==> config.mk <==
export PLATFORM = sky130hd
export DESIGN_NAME = lane_dropper
export DESIGN_NICKNAME = d
export VERILOG_FILES = /design/src/rtl/lane_dropper.sv
export SDC_FILE = /design/constraint.sdc
export NUM_CORES = 1
export LEC_CHECK = 0
export CORE_MARGIN = 3
export CORE_UTILIZATION = 55
export DETAILED_ROUTE_END_ITERATION = 8
export PLACE_DENSITY = 0.89
export SLEW_MARGIN = 20
export SYNTH_ARGS = -nofsm -noshare
export SYNTH_HDL_FRONTEND = slang
export SYNTH_SLANG_ARGS = --single-unit
export TNS_END_PERCENT = 10
==> constraint.sdc <==
create_clock -name frame_clk -period 10.9 [get_ports frame_clk]
set_input_delay 2.18 -clock frame_clk [delete_from_list [all_inputs] [get_ports frame_clk]]
set_output_delay 2.18 -clock frame_clk [all_outputs]
set_load 0.01 [all_outputs]
==> src/rtl/lane_dropper.sv <==
// lane_dropper: one key lane of the rhythm game. It spawns, moves, judges and retires falling notes.
// Optional feature macro LANE_DROPPER_EDGE_HIT_EN: only a fresh key press can score, so a held key hits at most once.
module lane_dropper #(
  parameter int          LANE_X       = 160,
  parameter logic [7:0]  KEYCODE      = 8'h07,
  parameter logic [7:0]  START_KEY    = 8'h2c,
  parameter logic [7:0]  RESTART_KEY  = 8'h01,
  parameter int          Y_START      = 100,
  parameter int          Y_MAX        = 400,
  parameter int          NOTE_H       = 40,
  parameter int          HIT_LO       = 340,
  parameter int          SPEED        = 1,
  parameter int          START_DELAY  = 760,
  parameter int          SPAWN_PERIOD = 120,
  parameter int          NUM_NOTES    = 8,
  parameter int          SLOTS        = 4
) (
  input  logic                frame_clk,
  input  logic                Reset,
  input  logic [7:0]          keycode,
  input  logic [7:0]          keycode_second,
  output logic [9:0]          dropX,
  output logic [10*SLOTS-1:0] dropY,
  output logic [SLOTS-1:0]    active,
  output logic                hit,
  output logic                miss,
  output logic [7:0]          hits,
  output logic [7:0]          combo,
  output logic                done,
  output logic [1:0]          state_dbg
);

  localparam logic [1:0] S_IDLE  = 2'd0;
  localparam logic [1:0] S_DELAY = 2'd1;
  localparam logic [1:0] S_RUN   = 2'd2;
  localparam logic [1:0] S_DONE  = 2'd3;

  localparam logic [9:0]  Y_INIT        = 10'(Y_START);
  localparam logic [10:0] NOTE_H11      = 11'(NOTE_H);
  localparam logic [10:0] HIT_LO11      = 11'(HIT_LO);
  localparam logic [10:0] Y_MAX11       = 11'(Y_MAX);
  localparam logic [10:0] SPEED11       = 11'(SPEED);
  localparam logic [15:0] DELAY_LAST    = 16'(START_DELAY);
  localparam logic [15:0] PERIOD_RELOAD = 16'(SPAWN_PERIOD - 1);
  localparam logic [7:0]  NOTES8        = 8'(NUM_NOTES);

  logic [1:0]       state;
  logic [9:0]       slot_y [SLOTS];
  logic [15:0]      delay_cnt;
  logic [15:0]      period_cnt;
  logic [7:0]       spawned;
  logic             key_now;
  logic             key_ok;
  logic [10:0]      bottom [SLOTS];
  logic [SLOTS-1:0] in_window;
  logic [SLOTS-1:0] at_miss;
  logic [SLOTS-1:0] hit_oh;
  logic [SLOTS-1:0] miss_mask;
  logic [SLOTS-1:0] free_oh;
  logic             hit_found;
  logic             free_found;
  logic             any_miss;
  logic             spawn_due;
  logic [9:0]       best_y;

  assign dropX     = 10'(LANE_X);
  assign state_dbg = state;
  assign key_now   = (keycode == KEYCODE) || (keycode_second == KEYCODE);

`ifdef LANE_DROPPER_EDGE_HIT_EN
  logic key_prev;
  assign key_ok = key_now && !key_prev;

  always_ff @(posedge frame_clk or negedge Reset) begin
    if (!Reset) key_prev <= 1'b0;
    else        key_prev <= key_now;
  end
`else
  assign key_ok = key_now;
`endif

  always_comb begin
    dropY = '0;
    for (int i = 0; i < SLOTS; i++) dropY[10*i +: 10] = slot_y[i];
  end

  // Judging works on pre-update Y; the deepest note in the window wins, ties to the lowest slot.
  always_comb begin
    bottom     = '{default: '0};
    in_window  = '0;
    at_miss    = '0;
    hit_found  = 1'b0;
    best_y     = '0;
    hit_oh     = '0;
    free_found = 1'b0;
    free_oh    = '0;
    for (int i = 0; i < SLOTS; i++) begin
      bottom[i]    = {1'b0, slot_y[i]} + NOTE_H11;
      in_window[i] = active[i] && (bottom[i] >= HIT_LO11) && (bottom[i] < Y_MAX11);
      at_miss[i]   = active[i] && (bottom[i] >= Y_MAX11);
      if (in_window[i] && (!hit_found || (slot_y[i] > best_y))) begin
        hit_found = 1'b1;
        best_y    = slot_y[i];
        hit_oh    = '0;
        hit_oh[i] = 1'b1;
      end
      if (!active[i] && !free_found) begin
        free_found = 1'b1;
        free_oh[i] = 1'b1;
      end
    end
    if (!(key_ok && (state == S_RUN))) hit_oh = '0;
    miss_mask = at_miss & ~hit_oh;
    any_miss  = |miss_mask;
    spawn_due = (state == S_RUN) && (spawned < NOTES8) && (period_cnt == '0) && free_found;
  end

  always_ff @(posedge frame_clk or negedge Reset) begin
    if (!Reset) begin
      state      <= S_IDLE;
      active     <= '0;
      hit        <= 1'b0;
      miss       <= 1'b0;
      hits       <= '0;
      combo      <= '0;
      done       <= 1'b0;
      delay_cnt  <= '0;
      period_cnt <= '0;
      spawned    <= '0;
      for (int i = 0; i < SLOTS; i++) slot_y[i] <= Y_INIT;
    end else begin
      hit  <= 1'b0;
      miss <= 1'b0;
      case (state)
        S_IDLE: begin
          if (keycode == START_KEY) begin
            state      <= S_DELAY;
            hits       <= '0;
            combo      <= '0;
            spawned    <= '0;
            delay_cnt  <= '0;
            period_cnt <= '0;
            active     <= '0;
            for (int i = 0; i < SLOTS; i++) slot_y[i] <= Y_INIT;
          end
        end
        S_DELAY: begin
          if (delay_cnt == DELAY_LAST) state <= S_RUN;
          else                         delay_cnt <= delay_cnt + 16'd1;
        end
        S_RUN: begin
          // A slot freed this frame only becomes spawnable next frame.
          for (int i = 0; i < SLOTS; i++) begin
            if (hit_oh[i] || miss_mask[i]) begin
              active[i] <= 1'b0;
              slot_y[i] <= Y_INIT;
            end else if (active[i]) begin
              slot_y[i] <= 10'({1'b0, slot_y[i]} + SPEED11);
            end else if (spawn_due && free_oh[i]) begin
              active[i] <= 1'b1;
              slot_y[i] <= Y_INIT;
            end
          end
          if (|hit_oh) begin
            hit <= 1'b1;
            if (hits != 8'hFF) hits <= hits + 8'd1;
          end
          if (any_miss) begin
            miss  <= 1'b1;
            combo <= '0;
          end else if ((|hit_oh) && (combo != 8'hFF)) begin
            combo <= combo + 8'd1;
          end
          // A due spawn with no free slot leaves the counter parked at zero.
          if (spawned < NOTES8) begin
            if (period_cnt != '0) begin
              period_cnt <= period_cnt - 16'd1;
            end else if (free_found) begin
              spawned    <= spawned + 8'd1;
              period_cnt <= PERIOD_RELOAD;
            end
          end else if (active == '0) begin
            state <= S_DONE;
            done  <= 1'b1;
          end
        end
        S_DONE: begin
          if (keycode == RESTART_KEY) begin
            state <= S_IDLE;
            done  <= 1'b0;
          end
        end
        default: state <= S_IDLE;
      endcase
    end
  end

endmodule

Clock network drawn from the DEF:
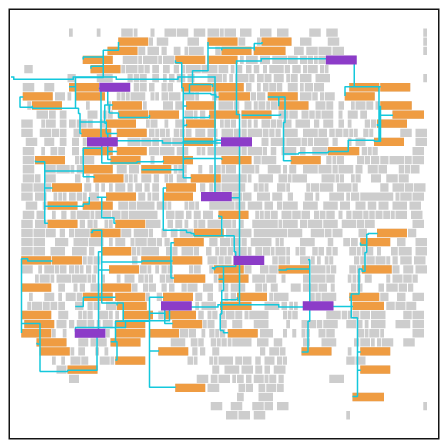
[cyan] clock wires | length: 1390 um
[orange] flip-flops | count: 105
[purple] cells driving clock nets | count: 9
routed clock nets: 10

Drive-strength map:
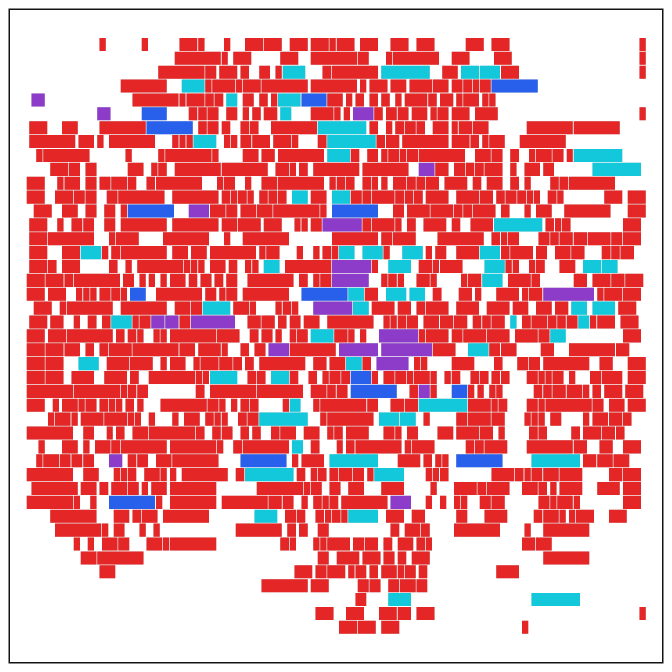
| colour | size | cells | share | most used |
|---|---|---|---|---|
| blue | drive 6 and up | 14 | 1.4% | clkbuf_16 |
| red | drive 1 or less | 899 | 91% | nor2_1 |
| purple | drive 3 to 4 | 21 | 2.1% | buf_4 |
| cyan | drive 2 | 59 | 5.9% | dfstp_2 |

Cells coloured by class:
The bar under the picture is 50 um long.
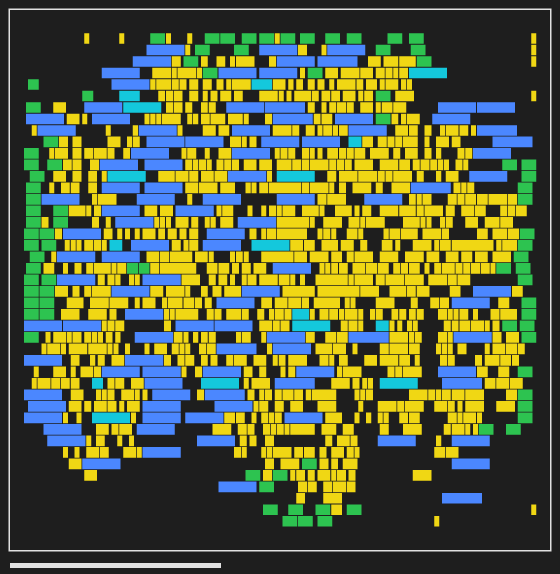
| colour | class | cells | share of their area |
|---|---|---|---|
| green | other buffers and delay cells | 85 | 9.3% |
| yellow | all other logic | 787 | 58% |
| cyan | clock drivers and dummy loads | 16 | 3.3% |
| blue | flip-flops | 105 | 29% |

==> summary.log <==
[status] status complete, no violations
[grt] grt total ovfl 0
[synth] Post-synth top flop sky130_fd_sc_hd__dfrtp_1
[setup_path] worst stage delay on the critical path 0.49 ns
[final_layout] post-layout net count 1068
[pwr] portion of total power attributed to combinational logic 4.6%
[sta] post-route fraction of the period consumed by the critical path 72.5%
[clock_network] cell at the root of the clock tree sky130_fd_sc_hd__clkbuf_16
[pwr] cell area power density 84.0 mW/mm^2
[synth] mean cell area of the mapped netlist 8.70 sq um
[drt] first-iteration detailed-routing DRC count 564
[final_layout] non-clock buffer share of cell area 9.10%
[final_layout] Sequential Area 0.00264 sq mm
[setup_path] worst-path maximum fanout 16
[final_layout] portion of the layout cell area used by clock cells 3.22%
[sta] RSZ-0062 raised after global routing false
[setup_path] cell depth of the worst setup path 30
[final_layout] max reg flops 40
[synth] number of enable-type register cells in the synthesized netlist 0
[drt] drt first pass iters 5
[grt] first-pass GRT wire length 32600 um
[sta] min cycle time layout 7.91 ns
Clock routing:
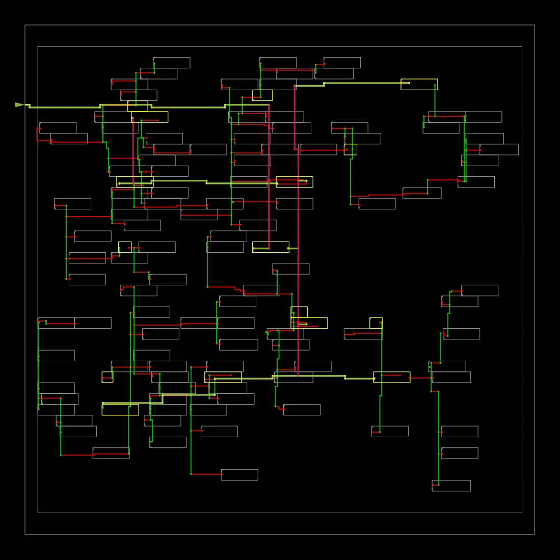
clk_skew: 0.0102 ns
Skew-Pair Late Insertion Delay: 0.36 ns
sink count of the clock tree: 105
number of sequential cells in the layout: 105

M1 wires:
Supply wires on this layer in grey. Cells faint in the background.
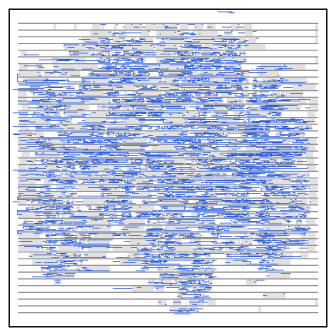
wire length on this layer: 8670 um
main direction: horizontal
longest straight run: 32.2 um
nets with wire on the layer: 934

-- layer usage --
| metal | part of all wire, % | up-vias | global-route usage [%] |
|---|---|---|---|
| li1 | - | 3466 | - |
| met1 | 44 | 3508 | 32.4 |
| met2 | 49 | 222 | 39.5 |
| met3 | 5.2 | 23 | 4.46 |
| met4 | 1.4 | 0 | 6.37 |
| met5 | 0 | - | 0 |
-- placed cells by master, fill, tap and decap left out, types with 14 or more instances in the layout --
cell type                         count
sky130_fd_sc_hd__a21o_1              20
sky130_fd_sc_hd__a21oi_1             59
sky130_fd_sc_hd__a31oi_1             14
sky130_fd_sc_hd__and3_1              26
sky130_fd_sc_hd__clkdlybuf4s50_1     81
sky130_fd_sc_hd__dfrtp_1             93
sky130_fd_sc_hd__ha_1                62
sky130_fd_sc_hd__inv_1               43
sky130_fd_sc_hd__nand2_1             77
sky130_fd_sc_hd__nand3_1             48
sky130_fd_sc_hd__nand4_1             22
sky130_fd_sc_hd__nor2_1              95
sky130_fd_sc_hd__nor3_1              24
sky130_fd_sc_hd__o21ai_0             40
sky130_fd_sc_hd__xnor2_1             17
sky130_fd_sc_hd__xor2_1              24
-- per-stage QoR --
| step | hold WS (ns) | instances |
|---|---|---|
| floorplan | 0.464 | 946 |
| global placement | 0.480 | 1157 |
| detailed placement | 0.498 | 1157 |
| CTS | 0.521 | 1173 |
| global route | 0.549 | 1173 |
| finish | 0.521 | 1173 |
-- kinds of logic after synthesis --
logic type      count (synthesis)  synth area share (%)
simple gates                  383                  25.0
buf+inv                        99                  5.92
xor+xnor                       41                  4.40
fa+ha+maj                      62                  9.51
flops                         105                  32.4
other cells                     2                0.0921
compound gates                231                  20.7
mux                            15                  2.01
No activity file was given, so power comes from the tool's default toggle rates.
